**Run 1: M3 wires**

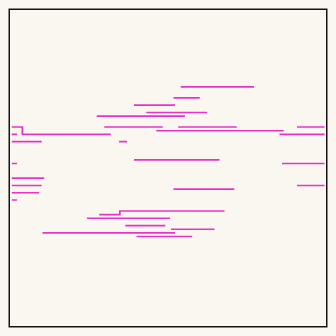
**Run 1: clock network drawn from the DEF**

The bar under the picture is 20 um long.
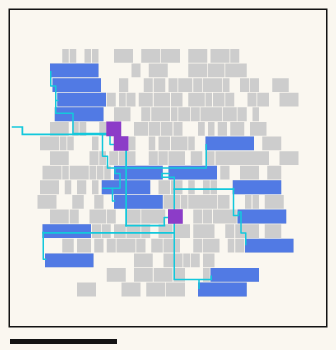
**Run 1: placement view**

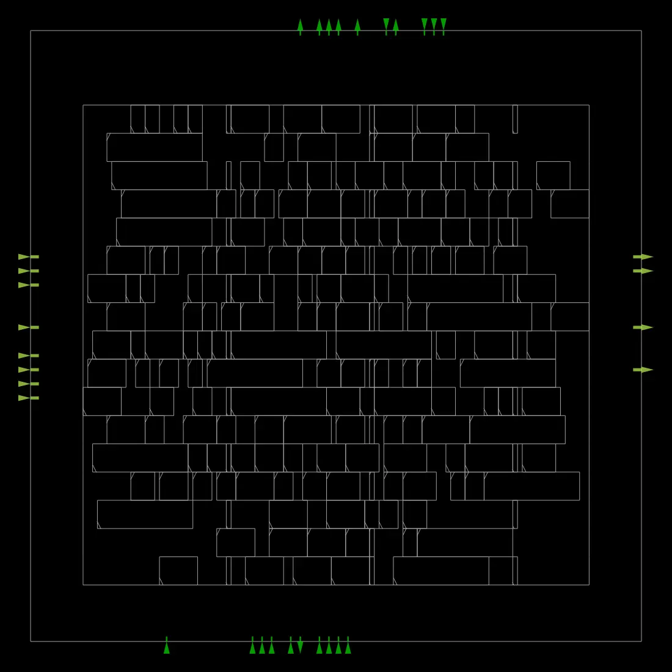
**src/rtl/jk_count_sequencer.sv**
```systemverilog
// Excitation sequencer for a bank of JK flip-flops: turns HOLD/UP/DOWN/LOAD commands
// into per-cell J/K drive, building a modulo-MODULUS counter out of plain JK cells.
module jk_count_sequencer #(
  parameter int WIDTH   = 4,
  parameter int MODULUS = 10,
  parameter int CNT_W   = 8
) (
  input  logic             clk,
  input  logic             rst_n,
  input  logic             cmd_valid,
  output logic             cmd_ready,
  input  logic [1:0]       cmd_op,
  input  logic [WIDTH-1:0] cmd_data,
  input  logic [CNT_W-1:0] cmd_count,
  input  logic [WIDTH-1:0] q_fb,
  output logic [WIDTH-1:0] j,
  output logic [WIDTH-1:0] k,
  output logic             busy,
  output logic             done
);

  typedef enum logic {
    IDLE = 1'b0,
    RUN  = 1'b1
  } state_e;

  localparam logic [1:0] OP_HOLD = 2'b00;
  localparam logic [1:0] OP_UP   = 2'b01;
  localparam logic [1:0] OP_DOWN = 2'b10;
  localparam logic [1:0] OP_LOAD = 2'b11;

  // One extra bit so MODULUS == 2**WIDTH compares correctly.
  localparam logic [WIDTH:0]   MOD_X = (WIDTH+1)'(MODULUS);
  localparam logic [WIDTH:0]   TOP_X = (WIDTH+1)'(MODULUS - 1);
  localparam logic [WIDTH-1:0] TOP_V = WIDTH'(MODULUS - 1);

  state_e             state_q, state_d;
  logic [1:0]         op_q, op_d;
  logic [WIDTH-1:0]   data_q, data_d;
  logic [CNT_W-1:0]   rem_q, rem_d;
  logic               done_q, done_d;

  logic [WIDTH-1:0]   up_t, dn_t;
  logic [WIDTH:0]     q_x;

  always_ff @(posedge clk or negedge rst_n) begin
    if (!rst_n) begin
      state_q <= IDLE;
      op_q    <= '0;
      data_q  <= '0;
      rem_q   <= '0;
      done_q  <= 1'b0;
    end else begin
      state_q <= state_d;
      op_q    <= op_d;
      data_q  <= data_d;
      rem_q   <= rem_d;
      done_q  <= done_d;
    end
  end

  always_comb begin
    state_d = state_q;
    op_d    = op_q;
    data_d  = data_q;
    rem_d   = rem_q;
    done_d  = 1'b0;
    unique case (state_q)
      IDLE: begin
        if (cmd_valid) begin
          op_d    = cmd_op;
          data_d  = cmd_data;
          if (cmd_op == OP_LOAD || cmd_count == '0) begin
            rem_d = CNT_W'(1);
          end else begin
            rem_d = cmd_count;
          end
          state_d = RUN;
        end
      end
      RUN: begin
        rem_d = rem_q - CNT_W'(1);
        if (rem_q == CNT_W'(1)) begin
          state_d = IDLE;
          done_d  = 1'b1;
        end
      end
      default: state_d = IDLE;
    endcase
  end

  // Ripple toggle masks: bit i flips when every lower bit is 1 (up) or 0 (down).
  always_comb begin
    up_t    = '0;
    dn_t    = '0;
    up_t[0] = 1'b1;
    dn_t[0] = 1'b1;
    for (int i = 1; i < WIDTH; i++) begin
      up_t[i] = up_t[i-1] & q_fb[i-1];
      dn_t[i] = dn_t[i-1] & ~q_fb[i-1];
    end
  end

  assign q_x = {1'b0, q_fb};

  always_comb begin
    j = '0;
    k = '0;
    if (state_q == RUN) begin
      unique case (op_q)
        OP_HOLD: begin
          j = '0;
          k = '0;
        end
        OP_LOAD: begin
          j = data_q;
          k = ~data_q;
        end
        OP_UP: begin
          // Terminal or out-of-range counts all clear to 0.
          if (q_x >= TOP_X) begin
            j = '0;
            k = '1;
          end else begin
            j = up_t;
            k = up_t;
          end
        end
        OP_DOWN: begin
          if (q_fb == '0 || q_x >= MOD_X) begin
            j = TOP_V;
            k = ~TOP_V;
          end else begin
            j = dn_t;
            k = dn_t;
          end
        end
        default: begin
          j = '0;
          k = '0;
        end
      endcase
    end
  end

  assign cmd_ready = (state_q == IDLE);
  assign busy      = (state_q == RUN);
  assign done      = done_q;

endmodule

```
**config.mk**
```make
export PLATFORM = sky130hd
export DESIGN_NAME = jk_count_sequencer
export DESIGN_NICKNAME = d
export VERILOG_FILES = /design/src/rtl/jk_count_sequencer.sv
export SDC_FILE = /design/constraint.sdc
export NUM_CORES = 1
export LEC_CHECK = 0
export CAP_MARGIN = 20
export CORE_MARGIN = 5
export CORE_UTILIZATION = 50
export DETAILED_ROUTE_END_ITERATION = 10
export GPL_TIMING_DRIVEN = 0
export PLACE_DENSITY = 0.82
export SYNTH_ARGS = -nofsm -noshare
export SYNTH_HDL_FRONTEND = slang
export SYNTH_SLANG_ARGS = --single-unit
export TNS_END_PERCENT = 5
```
**constraint.sdc**
```tcl
create_clock -name clk -period 3.4 [get_ports clk]
set_input_delay 0.68 -clock clk [delete_from_list [all_inputs] [get_ports clk]]
set_output_delay 0.68 -clock clk [all_outputs]
set_load 0.02 [all_outputs]
```
==> results.cfg, run 1 <==
; implementation run metrics
[outcome]
status = complete, no violations

[sta]
slew_violations = 0
maxSlewHeadroom_pct = 51.5
fmax_ghz = 0.308
worst_pin_slew_ps = 725
finalCritPeriodShare_pct = 95.4
hold_viol = 0
setup_violations = 0
setup_tns_ps = 0
fin_crit_ps = 3240
worst_clock_skew_ps = 9.66
rsz0062_at_grt = false

[logic_synthesis]
synthSimpleGateAreaFrac_pct = 34.0
aoi_share_pct = 21.4
most_common_cell = nand2_1
synth_cell_types = 46
top_area_cell = dfrtp_1
synthTopLogicFamily = simple AND/OR/NAND/NOR gates
syn-cell-area_sq_mm = 0.00119
synth.top_cell.area_share_pct = 33.5
mux_area_share_pct = 0
ys_cells = 145
synthArstFlopShare_pct = 100
common_cells = nand2_1 (24), dfrtp_1 (16), nor3_1 (9), buf_2 (8), nand3_1 (8)
xor_area_share_pct = 2.20
synth_nets = 168
ys.flops = 16
fa_ha_area_share_pct = 2.10
synthTopCellsByArea = dfrtp_1 (34%), nand2_1 (7.5%), nor3_1 (3.8%)
synth_seq_share_pct = 33.5
syn-mean-instance-area_sq_um = 8.23
synth_top_flop_cell = dfrtp_1
edf_count = 0
syn_inst = 145
synth_warnings = 0
ys_chip_area_sq_mm = 0.00119

[setup_path]
startpoint_type = input pin
critPathCapture = j[0]
crit_required_ps = 2720
arrival_ps = 2560
ff2ff_setup_slack_ps = 1880
crit_family = buffers and inverters
cpMaxStageDelayCell = clkdlybuf4s50_1
r2r-end = rem_q[6]$_DFFE_PN0P_
crit_cells = 5
cp-end-kind = output port
path_buffers = 2
r2r-start = rem_q[1]$_DFFE_PN0P_
startpoint = q_fb[0]
cpPeakStageDelay_ps = 610
crit_path_frequent_cell = clkdlybuf4s50_1
crit_type = input pin to output port
path_max_fanout = 7
crit_chain = clkdlybuf4s50_1 -> or3_4 -> a21o_1 -> a21oi_2 -> clkdlybuf4s50_1
r2r_cells = 5

[cells_and_area]
drive_gt1_share_pct = 11.9
layout.cells.most_common = clkdlybuf4s50_1
area_growth_pct = 29.1
nets = 202
antenna_cells = 0
lay_top_cells = clkdlybuf4s50_1 (29), nand2_1 (24), dfrtp_1 (16), nor3_1 (9)

[floorplanning]
fp-utilization_pct = 52.9
core_sq_mm = 0.00225
chipArea_sq_mm = 0.00346
die_h_um = 58.9
die_w_um = 58.9
pin_count = 32

[power_and_ir_drop]
pwr-share-clk_pct = 9.4
power.density_mw_per_mm2 = 709
comb_power_uw = 611
combPwrFrac_pct = 55.9
pg_clk_uw = 103
internal_power_uw = 617
seqPwrFrac_pct = 34.6
power_uw = 1090
swShare_pct = 43.5
switchingPower_uw = 475
ir_drop_mv = 0.419
leakagePower_uw = 0.000624
top_power_group = combinational logic
p_seq_uw = 378

[global_routing]
globalRouteMet2Util_pct = 30.9
grt_max_degree = 17
busiest_layer = met2
grt_pass1_wl_um = 5240
grt_pass1_vias = 1108
grt-ovfl-total = 0
grtUsageTotal_pct = 19.2
grt_antenna_before_repair = 0
met1_usage_pct = 26.9

[clocking]
h-tree-depth = 1
cts_tree = yes
hold_buffers = 0
postCtsSetupRepairBufs = 0
root_buffer = clkbuf_4
cts.sinks = 16
insertion_delay_ps = 290
path_clk_slew_ps = 90
clock_tree.buffer_depth = 2
numCtsBuffers = 3
cts-resized-gates = 0

[route]
wl_met3_um = 281
drc = 0
met2_length_um = 1510
first_pass_iters = 4
viasPerCell = 5.99
met1_length_um = 1350
routed.top_layer = met4
ant_nets = 0
wl_per_cell_um = 15.4
drt_iter0_markers = 48

[run]
tool_warnings = 27
cap_violations = 0

[worst_hold_path]
min_path_cells = 2
hp-start = data_q[1]$_DFFE_PN0P_
hold-path-endpoint = data_q[1]$_DFFE_PN0P_
hold_class = register to register

[placement]
gp_congestion = 0.887
numPortBuffers = 29
hpwl_um = 2460
-- 'M3 wires' (at the start) --
share of all routed wire: 8.9%
longest straight run: 24.4 um
wire length on this layer: 281 um
main direction: horizontal
nets with wire on the layer: 24
met3 Use GR: 3.07%
WL final: 3150 um
DR vias: 1227

-- 'clock network drawn from the DEF' (at the start) --
[cells driving clock nets] purple | count: 3
[clock wires] cyan | length: 208 um
[flip-flops] blue | count: 16
routed clock nets: 4

-- 'placement view' (at the start) --
placement row count: 17
fillers: 197
Seq/total area: 26.0%
Flops: 16

[run 1: flip-flops by register name (all words and copies together), names as in the netlist]
register / count
rem_q: 8
data_q: 4
busy: 1
op_q: 2
done: 1
[run 1: layout make-up]
class / count / area, sq um / area share, %
repair buffers: 29 / 290 / 18.8
plain buffers: 11 / 62.6 / 4.06
inverters: 5 / 18.8 / 1.22
well taps: 28 / 35.0 / 2.27
multi-input cells: 113 / 712 / 46.2
clock buffers: 3 / 22.5 / 1.46
flip-flops and latches: 16 / 400 / 26.0
[run 1: through the flow]
stage	hold slack (ps)	instance area [sq um]	setup slack, ps	cells	utilization, %
after global routing	552	1540	50.4	205	68.4
after CTS	505	1540	158	205	68.4
after floorplan	384	1190	1100	145	-
after detailed placement	501	1520	165	202	67.4
final	518	1540	156	205	68.4
after global placement	491	1520	174	202	67.4
==> run 2, diff against run 1 <==
CAP_MARGIN = unset   (was 20)
PLACE_DENSITY = 0.91   (was 0.82)
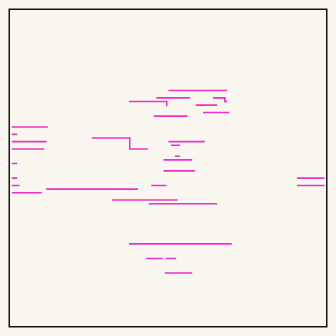
**Above:** run 2 (M3 wires).
share of all routed wire: 5.6%
longest straight run: 18.9 um
nets with wire on the layer: 27
WL final: 3260 um
DR vias: 1234

==> run 2 against run 1 <==
Design area increased by 0.89%. Sequential power increased by 1%. Global-route usage is 1.1 points higher. Utilization up 0.61 points. Cell count rose by 0.49%. Synthesized area unchanged. Synthesized cell count is the same. Sequential share of layout area is 0.23 points lower. Register-to-register slack lost 40 ps. Critical path depth unchanged. Hold slack better by 3.9 ps.
==> results.cfg, run 2 <==
; implementation run metrics
[sta]
fmax_ghz = 0.309
worst_clock_skew_ps = 14.7
fin_worst_hold_slack_ps = 522
finalCritPeriodShare_pct = 95.2
fin_crit_ps = 3240
rsz0062_at_grt = false
worst_pin_slew_ps = 732
setup_tns_ps = 0
hold_viol = 0
maxSlewHeadroom_pct = 51.1
setup_violations = 0
slew_violations = 0
fin_ws_ps = 164

[setup_path]
startpoint_type = input pin
cpMaxStageDelayCell = clkdlybuf4s50_1
crit_required_ps = 2720
crit_chain = clkdlybuf4s50_1 -> or3_4 -> a21o_1 -> a21oi_2 -> clkdlybuf4s50_1
crit_path_frequent_cell = clkdlybuf4s50_1
crit_family = buffers and inverters
cp-end-kind = output port
cpPeakStageDelay_ps = 610
ff2ff_setup_slack_ps = 1840
startpoint = q_fb[2]
crit_type = input pin to output port
arrival_ps = 2560
r2r-start = rem_q[1]$_DFFE_PN0P_
path_max_fanout = 7
path_buffers = 2

[clocking]
cts.sinks = 16
root_buffer = clkbuf_4
insertion_delay_ps = 300
numCtsBuffers = 3
postCtsSetupRepairBufs = 0
clock_tree.buffer_depth = 2
cts-resized-gates = 0
h-tree-depth = 1
path_clk_slew_ps = 80
cts_tree = yes
hold_buffers = 0

[logic_synthesis]
fa_ha_area_share_pct = 2.10
synthTopLogicFamily = simple AND/OR/NAND/NOR gates
syn_inst = 145
synthSimpleGateAreaFrac_pct = 34.0
synth_nets = 168
aoi_share_pct = 21.4
ys_chip_area_sq_mm = 0.00119
most_common_cell = nand2_1
edf_count = 0
synth_top_flop_cell = dfrtp_1
top_area_cell = dfrtp_1
syn-cell-area_sq_mm = 0.00119
ys_cells = 145
synth_warnings = 0
synthArstFlopShare_pct = 100
synth_cell_types = 46
xor_area_share_pct = 2.20
synth.top_cell.area_share_pct = 33.5
common_cells = nand2_1 (24), dfrtp_1 (16), nor3_1 (9), buf_2 (8), nand3_1 (8)
syn-mean-instance-area_sq_um = 8.23
ys.flops = 16
synth_seq_share_pct = 33.5
mux_area_share_pct = 0
synthTopCellsByArea = dfrtp_1 (34%), nand2_1 (7.5%), nor3_1 (3.8%)

[placement]
place_ws_ps = 184
dpl_cell_area_sq_mm = 0.00152
hpwl_um = 2490
dp.cells = 202
numPortBuffers = 29
gp_congestion = 0.887

[power_and_ir_drop]
power.density_mw_per_mm2 = 724
leakagePower_uw = 0.000631
power_uw = 1130
ir_drop_mv = 0.414

[run]
tool_warnings = 27
cap_violations = 0

[floorplanning]
die_w_um = 58.9
chipArea_sq_mm = 0.00346
core.rowCount = 17
fp-utilization_pct = 52.9
pin_count = 32
core_sq_mm = 0.00225
die_h_um = 58.9

[global_routing]
grt-ovfl-total = 0
globalRouteMet2Util_pct = 33.3
grt_pass1_vias = 1233
grt_max_degree = 17
grt_antenna_before_repair = 0
grt_pass1_wl_um = 5450
met3_usage_pct = 3.51
busiest_layer = met2
grtUsageTotal_pct = 20.3
met1_usage_pct = 25.7

[route]
wl_per_cell_um = 15.8
ant_nets = 0
drt_iter0_markers = 40
first_pass_iters = 4
met2_length_um = 1640
wl_met3_um = 180
viasPerCell = 5.99
met1_length_um = 1390
drc = 0
routed.top_layer = met4

[outcome]
status = complete, no violations

[cells_and_area]
largest_register = rem_q
fin_area_sq_mm = 0.00156
antenna_cells = 0
largest_register_ffs = 8
area_growth_pct = 30.3
nets = 202
final_core_util_pct = 69.0
reg_top3 = rem_q (8), data_q (4), op_q (2)
drive_gt1_share_pct = 12.4
layout.cells.most_common = clkdlybuf4s50_1
lay_top_cells = clkdlybuf4s50_1 (29), nand2_1 (24), dfrtp_1 (16), nor3_1 (9)
final_cell_count_no_fill = 206

[worst_hold_path]
hold_class = register to register
hp-start = data_q[1]$_DFFE_PN0P_
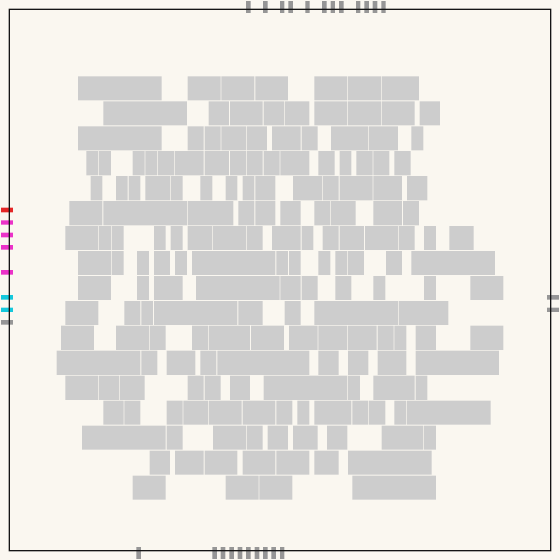
**Above:** run 2 (pin placement).
Pins as bars across the die edge, other pins in gray.
| port | color | pins | direction | edge |
|---|---|---|---|---|
| cmd_op | cyan | 2 | input | left |
| clk | red | 1 | input | left |
| cmd_data | magenta | 4 | input | left |

[run 2: area by class of cell]
cell class	count	area (sq um)
Inverter	5	18.8
Sequential cell	16	400
Fill cell	197	699
Timing Repair Buffer	29	290
Tap cell	28	35.0
Clock buffer	4	36.3
Multi-Input combinational cell	113	712
Buffer	11	62.6
[run 2: worst paths after layout]
kind / depth (start not counted) / end
hold / removal: 2 / data_q[1]$_DFFE_PN0P_
setup / recovery: 5 / j[0]
setup reg to reg: 5 / rem_q[6]$_DFFE_PN0P_
max in group asynchronous: 1 / data_q[2]$_DFFE_PN0P_
min in group asynchronous: 1 / rem_q[5]$_DFFE_PN0P_
hold reg to reg: 2 / data_q[1]$_DFFE_PN0P_
[run 2: report_power, final]
part	internal, uW	switching, uW
registers	274	108
clock network	65.4	64.8
logic	302	312
total	641	485
Power figures rest on the tool's default switching activity, not on a simulated workload.
